==> config.mk <==
export PLATFORM = sky130hd
export DESIGN_NAME = simple_circuit
export DESIGN_NICKNAME = d
export VERILOG_FILES = /design/src/rtl/simple_pkg.sv /design/src/rtl/simple_circuit_logic.sv /design/src/rtl/simple_circuit.sv
export SDC_FILE = /design/constraint.sdc
export NUM_CORES = 1
export LEC_CHECK = 0
export CORE_AREA = 4 4 41 43
export DETAILED_ROUTE_END_ITERATION = 7
export DIE_AREA = 0 0 45 47
export GPL_TIMING_DRIVEN = 0
export PLACE_DENSITY = 0.32
export SLEW_MARGIN = 0
export SYNTH_ARGS = -nofsm -noshare
export SYNTH_HDL_FRONTEND = slang
export SYNTH_SLANG_ARGS = --single-unit
==> constraint.sdc <==
create_clock -name clk -period 1.3 [get_ports clk]
set_input_delay 0.195 -clock clk [delete_from_list [all_inputs] [get_ports clk]]
set_output_delay 0.195 -clock clk [all_outputs]
set_load 0.1 [all_outputs]
==> src/rtl/simple_pkg.sv <==
// ----------------------------------------------------------------------------
// simple_pkg
// Shared constants and types for the simple_circuit benchmark block.
//   STATE_W / IN_W : widths of the feedback state and the input vector
//   STATE_RST      : value the state register takes on reset
//   OUT_RST        : value both registered outputs take on reset
//   state_t        : type of the 3-bit feedback state register
//   maj3 / par3    : 3-input majority and parity helpers used by the cloud
// ----------------------------------------------------------------------------
package simple_pkg;

    localparam int STATE_W = 3;
    localparam int IN_W    = 3;

    typedef logic [STATE_W-1:0] state_t;
    typedef logic [IN_W-1:0]    in_vec_t;

    localparam state_t STATE_RST = 3'b000;
    localparam logic   OUT_RST   = 1'b0;

    // True when at least two of the three bits are set.
    function automatic logic maj3(input in_vec_t v);
        return (v[0] & v[1]) | (v[1] & v[2]) | (v[0] & v[2]);
    endfunction

    // Odd parity of the three bits.
    function automatic logic par3(input in_vec_t v);
        return v[0] ^ v[1] ^ v[2];
    endfunction

endpackage : simple_pkg

==> src/rtl/simple_circuit_logic.sv <==
// ----------------------------------------------------------------------------
// simple_logic
// Purely combinational cloud of simple_circuit.
// Ports:
//   in_q    in  [2:0] input vector ({in2,in1,in0}, registered or direct)
//   s       in  [2:0] current feedback state
//   maj     out       majority of in_q
//   o1_next out       parity of in_q XOR s[2]
//   s_next  out [2:0] next state: shift left, feed s[2]^in_q[0]^in_q[1] into LSB
// ----------------------------------------------------------------------------
module simple_logic
    import simple_pkg::*;
(
    input  logic [IN_W-1:0] in_q,
    input  state_t          s,
    output logic            maj,
    output logic            o1_next,
    output state_t          s_next
);

    logic par;
    logic fb_bit;

    always_comb begin
        maj     = maj3(in_q);
        par     = par3(in_q);
        // out1 looks at the state MSB before this edge's state update.
        o1_next = par ^ s[STATE_W-1];
        // Feedback deliberately excludes in_q[2]; only bits 0 and 1 steer the state.
        fb_bit  = s[STATE_W-1] ^ in_q[0] ^ in_q[1];
        s_next  = {s[STATE_W-2:0], fb_bit};
    end

endmodule : simple_logic

==> src/rtl/simple_circuit.sv <==
// ----------------------------------------------------------------------------
// simple_circuit
// Small synchronous benchmark: optional input register, a combinational
// majority/parity cloud (simple_logic), a 3-bit feedback state and two
// registered outputs.
// Ports:
//   clk    in   single clock, rising edge
//   rst_n  in   synchronous active-low reset; clears in_q, s, out0, out1
//   in0..2 in   data input bits
//   out0   out  registered majority of the inputs
//   out1   out  registered parity of the inputs XOR state MSB
// Configuration macro:
//   SIMPLE_IN_REG_EN  defined   -> inputs pass through in_q flops (2-edge latency)
//                     undefined -> cloud reads the ports directly (1-edge latency)
// ----------------------------------------------------------------------------
module simple_circuit
    import simple_pkg::*;
(
    input  logic clk,
    input  logic rst_n,
    input  logic in0,
    input  logic in1,
    input  logic in2,
    output logic out0,
    output logic out1
);

    logic [IN_W-1:0] in_vec;
    logic [IN_W-1:0] cloud_in;

    state_t s_q;
    state_t s_d;
    logic   out0_q;
    logic   out0_d;
    logic   out1_q;
    logic   out1_d;

    assign in_vec = {in2, in1, in0};

`ifdef SIMPLE_IN_REG_EN
    logic [IN_W-1:0] in_q_q;
    logic [IN_W-1:0] in_q_d;

    always_comb begin
        in_q_d = in_vec;
    end

    always_ff @(posedge clk) begin
        if (!rst_n) begin
            in_q_q <= '0;
        end else begin
            in_q_q <= in_q_d;
        end
    end

    assign cloud_in = in_q_q;
`else
    // Input stage removed: the cloud sees the pins in the same cycle.
    assign cloud_in = in_vec;
`endif

    simple_logic u_logic (
        .in_q    (cloud_in),
        .s       (s_q),
        .maj     (out0_d),
        .o1_next (out1_d),
        .s_next  (s_d)
    );

    always_ff @(posedge clk) begin
        if (!rst_n) begin
            s_q    <= STATE_RST;
            out0_q <= OUT_RST;
            out1_q <= OUT_RST;
        end else begin
            s_q    <= s_d;
            out0_q <= out0_d;
            out1_q <= out1_d;
        end
    end

    // Outputs come straight from flops so they cannot glitch.
    assign out0 = out0_q;
    assign out1 = out1_q;

endmodule : simple_circuit

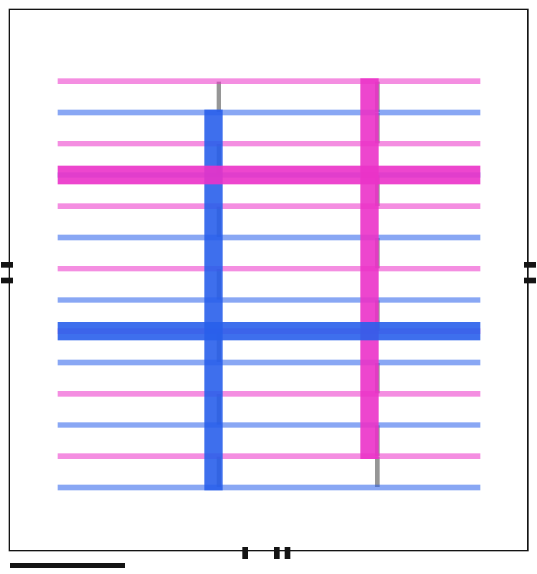
Fig. 1. Floorplan with the power grid.
Scale bar: 10 µm. Pins as bars on the die edge. Tap cells in grey.
Key: VDD = magenta; VSS = blue
2 straps on met4. The core has 13 rows.
Horiz. Die Dim: 45 µm
core area: 1300 µm²
peak supply drop: 453 µV

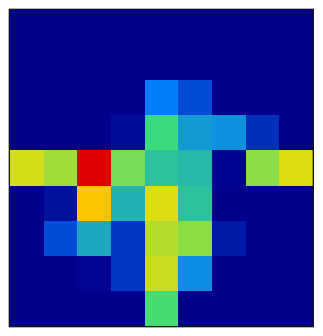
Fig. 2. Routed metal per tile.
The die is cut into 9 by 9 equal tiles; dark blue is low, red is high, scaled to the fullest tile. Values are wire area over tile area, all layers added.
15% of the tiles are over half the peak. The mean over all tiles is 0.024. 63% of the tiles are nearly empty. The densest ninth of the die: middle. The fullest tile reaches 0.16.
wire per inst: 8.03 µm
via count: 121

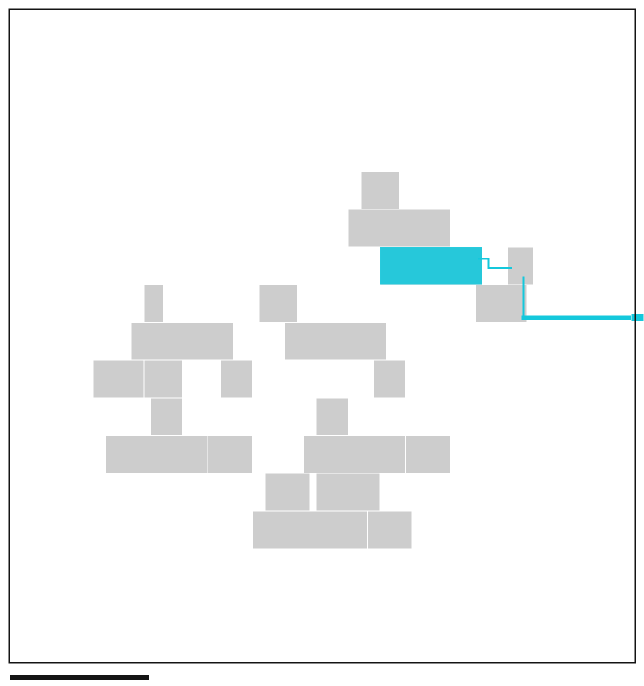
Fig. 3. Nets reached from selected ports.
Scale bar: 10 µm.
Key: out1 = cyan [bits 1, direction output, end cells 1, buffers 1, wire 13.5 µm]
io pins: 7
# port buffers: 6

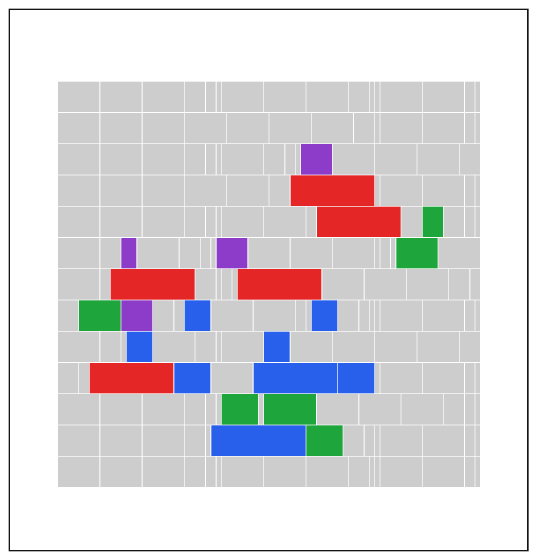
Fig. 4. Cells coloured by class.
Fill, decap, tap and diode cells in grey.
Key: remaining logic cells = blue [cells 8, share of their area 32%]; registers = red [cells 5, share of their area 38%]; clock drivers and dummy loads = purple [cells 4, share of their area 9.9%]; remaining buffers and delay cells = green [cells 6, share of their area 21%]
design area: 285 µm²
fin util: 0.219
Cell Rows: 13

==> CHANGELOG.md <==
### Physical design

- Netlist cell types: 6
- Fin crit period: 1.27 ns
- GRT overflow: 0
- Ys flop type: dfxtp_1
- CP max FO: 1
- Flops after synth: 5
- Reg clk slew, reported paths: 0.04 ns
- Async SR Flop Fraction: 0
- Sequential share of power: 0.390
- Combinational fraction of design power: 0.205
- Ant. Diodes: 0
- Critical Path Source: out0$_SDFF_PN0_
- CTS tree: done
- DR vias/cell: 3.18
- CTS root buffer: clkbuf_4
- Max Clock Skew: 0.000486 ns
- Synth cell count leaders: dfxtp_1 (5), and2_1 (4)
- Worst stage delay on the critical path: 0.53 ns
- CTS buffer count: 3
- Fraction of layout cells with a size suffix above 1: 0.261
- H-tree levels: 1
- Register share after synthesis: 0.541
- DRT antenna net count: 0
- Max-slew violations: 0
- Switching Fraction: 0.280
- R2R Setup Slk: 0.38 ns
- Most frequent cell after synthesis: dfxtp_1
- Hold Path Class: in2reg
- Final period utilization: 0.973
- Critical path class: reg2out
- Vias in the first global route: 142
- Yosys Chip Area: 185 µm²
- Mapped Cells: 13
- Mapped Area: 185 µm²
- FMAX: 0.790 GHz
- All-Layer GR Usage: 0.0395
- Worst-case reg-to-reg path depth: 2
- Slowest CP cell: clkdlybuf4s18_2
- Fin nets: 30
- Hold path depth: 3
- Yosys warning tally: 0
- Worst path required time: 1.11 ns
- Setup crit end kind: output port
- Status: complete, no violations
- Latency at later pin: 0.24 ns
- Tool warnings: 26
- CTS sink cnt: 5
- Int Power: 0.312 mW
- Yosys Instances: 13
- Leakage: 0.136 nW
- CTS Hold Bufs: 0
- Top delay family on crit path: buffers and inverters
- Fillers: 152
- Dpl cell area: 264 µm²
- Die ar.: 2120 µm²
- Hold Path End: out0$_SDFF_PN0_
- Routed wire length: 305 µm
- WP buf/inv: 1
- Fp_density: 0.142
- DRT iter0 DRCs: 1
- Area Growth Syn to Fin: 54.1%
- Worst slew pin tran: 0.515 ns
- Syn_nets: 19
- 1st-pass router iterations: 2
- Top area cell types: dfxtp_1 (54%), and2_1 (14%), xnor3_1 (12%)
- Post-synth EDFFs: 0
- Crit-path cells: clkdlybuf4s18_2
- Arr. time, crit path: 1.07 ns
- # setup viols final: 0
- Slew margin rel.: 0.660
- Top-area cell share: 0.541
- Clk network pwr share: 0.405
- Psw: 0.121 mW
- CP startpoint kind: register
- # Max-Cap Violations: 0
- Hold Fails Final Rpt: 0
- First-pass GRT wire length: 503 µm
- Hold Crit Start: in2
- Initial antenna violation count: 0
- Syn avg cell area: 14.2 µm²
- RSZ-0062 raised after global routing: false
- HPWL after DPL: 258 µm
- Reg2reg start: s_q[2]$_SDFF_PN0_
- Cell taking the most area after synthesis: dfxtp_1
- Setup repair bufs after CTS: 0
- RR Endpoint: s_q[0]$_SDFF_PN0_
- Gpl congestion: 0.597
- # DRC: 0
- Power Dens Cells: 1520 nW/µm²
- Clock tree buffer depth: 2
- Largest net degree at the start of global routing: 6
[sequential cells by signal, summed over array words and instances, names as in the netlist]
name,flops
out0,1
out1,1
s_q,3
[power groups by stage]
stage	sequential, mW	combinational (mW)	clock, mW
3_5_place_dp	0.172	0.0963	0
4_1_cts	0.169	0.0929	0.188
3_3_place_gp	0.172	0.0968	0
5_1_grt	0.170	0.0945	0.196
6_report	0.169	0.0888	0.176
2_1_floorplan	0.215	0.0229	0
[layout make-up]
cell class / count / area, µm² / area share
Sequential cell: 5 / 100 / 0.351
Multi-Input combinational cell: 8 / 85.1 / 0.298
Tap cell: 15 / 18.8 / 0.0658
Clock buffer: 4 / 26.3 / 0.0921
Timing Repair Buffer: 6 / 55.1 / 0.193
[worst max-delay path by stage]
stage           end  slack, ns  cells after the start
6_report       out0       0.03                      1
5_1_grt        out0      0.003                      1
4_1_cts        out1      0.008                      1
3_5_place_dp   out0      -0.31                      1
3_3_place_gp   out1      -0.30                      1
2_1_floorplan  out0       0.20                      0
[per-layer routing]
metal	up-vias	part of all wire	global-route usage
met1	56	0.36	0.0251
li1	61	-	-
met4	0	0	0.0351
met5	-	0	0
met2	4	0.51	0.0593
met3	0	0.13	0.0460
[through the flow]
| step | hold slack, ns | std cells | worst slack, ns | power (mW) | TNS (ns) |
|---|---|---|---|---|---|
| 6_report | 0.386 | 38 | 0.0349 | 0.433 | 0 |
| 5_1_grt | 0.397 | 38 | 0.00307 | 0.461 | 0 |
| 4_1_cts | 0.436 | 38 | 0.00846 | 0.450 | 0 |
| 3_5_place_dp | 0.427 | 34 | -0.314 | 0.268 | -0.977 |
| 3_3_place_gp | 0.415 | 34 | -0.305 | 0.268 | -0.965 |
| 2_1_floorplan | 0.317 | 13 | 0.196 | 0.238 | 0 |
[kinds of logic (layout without fill, tap and decap cells)]
| kind of cell | count (synthesis) | count (layout) | synth area share |
|---|---|---|---|
| DFF | 5 | 5 | 0.541 |
| and+or+nand+nor | 5 | 5 | 0.182 |
| xor gates and xnor gates | 2 | 2 | 0.169 |
| adders and majority gates | 1 | 1 | 0.108 |
| buffers and inverters | 0 | 10 | 0 |
[placed cells by master, fill, tap and decap left out]
cell type / n
and2_1: 4
buf_2: 1
clkbuf_1: 1
clkbuf_4: 3
clkdlybuf4s18_2: 1
clkdlybuf4s50_1: 1
dfxtp_1: 5
dlygate4sd2_1: 2
dlymetal6s2s_1: 1
fa_1: 1
nor2b_2: 1
xnor3_1: 1
xor2_1: 1
[timing repair]
action                                  CTS  global route
endpoints found under the hold margin     0             0
resized                                   9             3
endpoints found under the setup margin    3             2
pin swaps                                 0             1
No activity file was given, so power comes from the tool's default toggle rates.
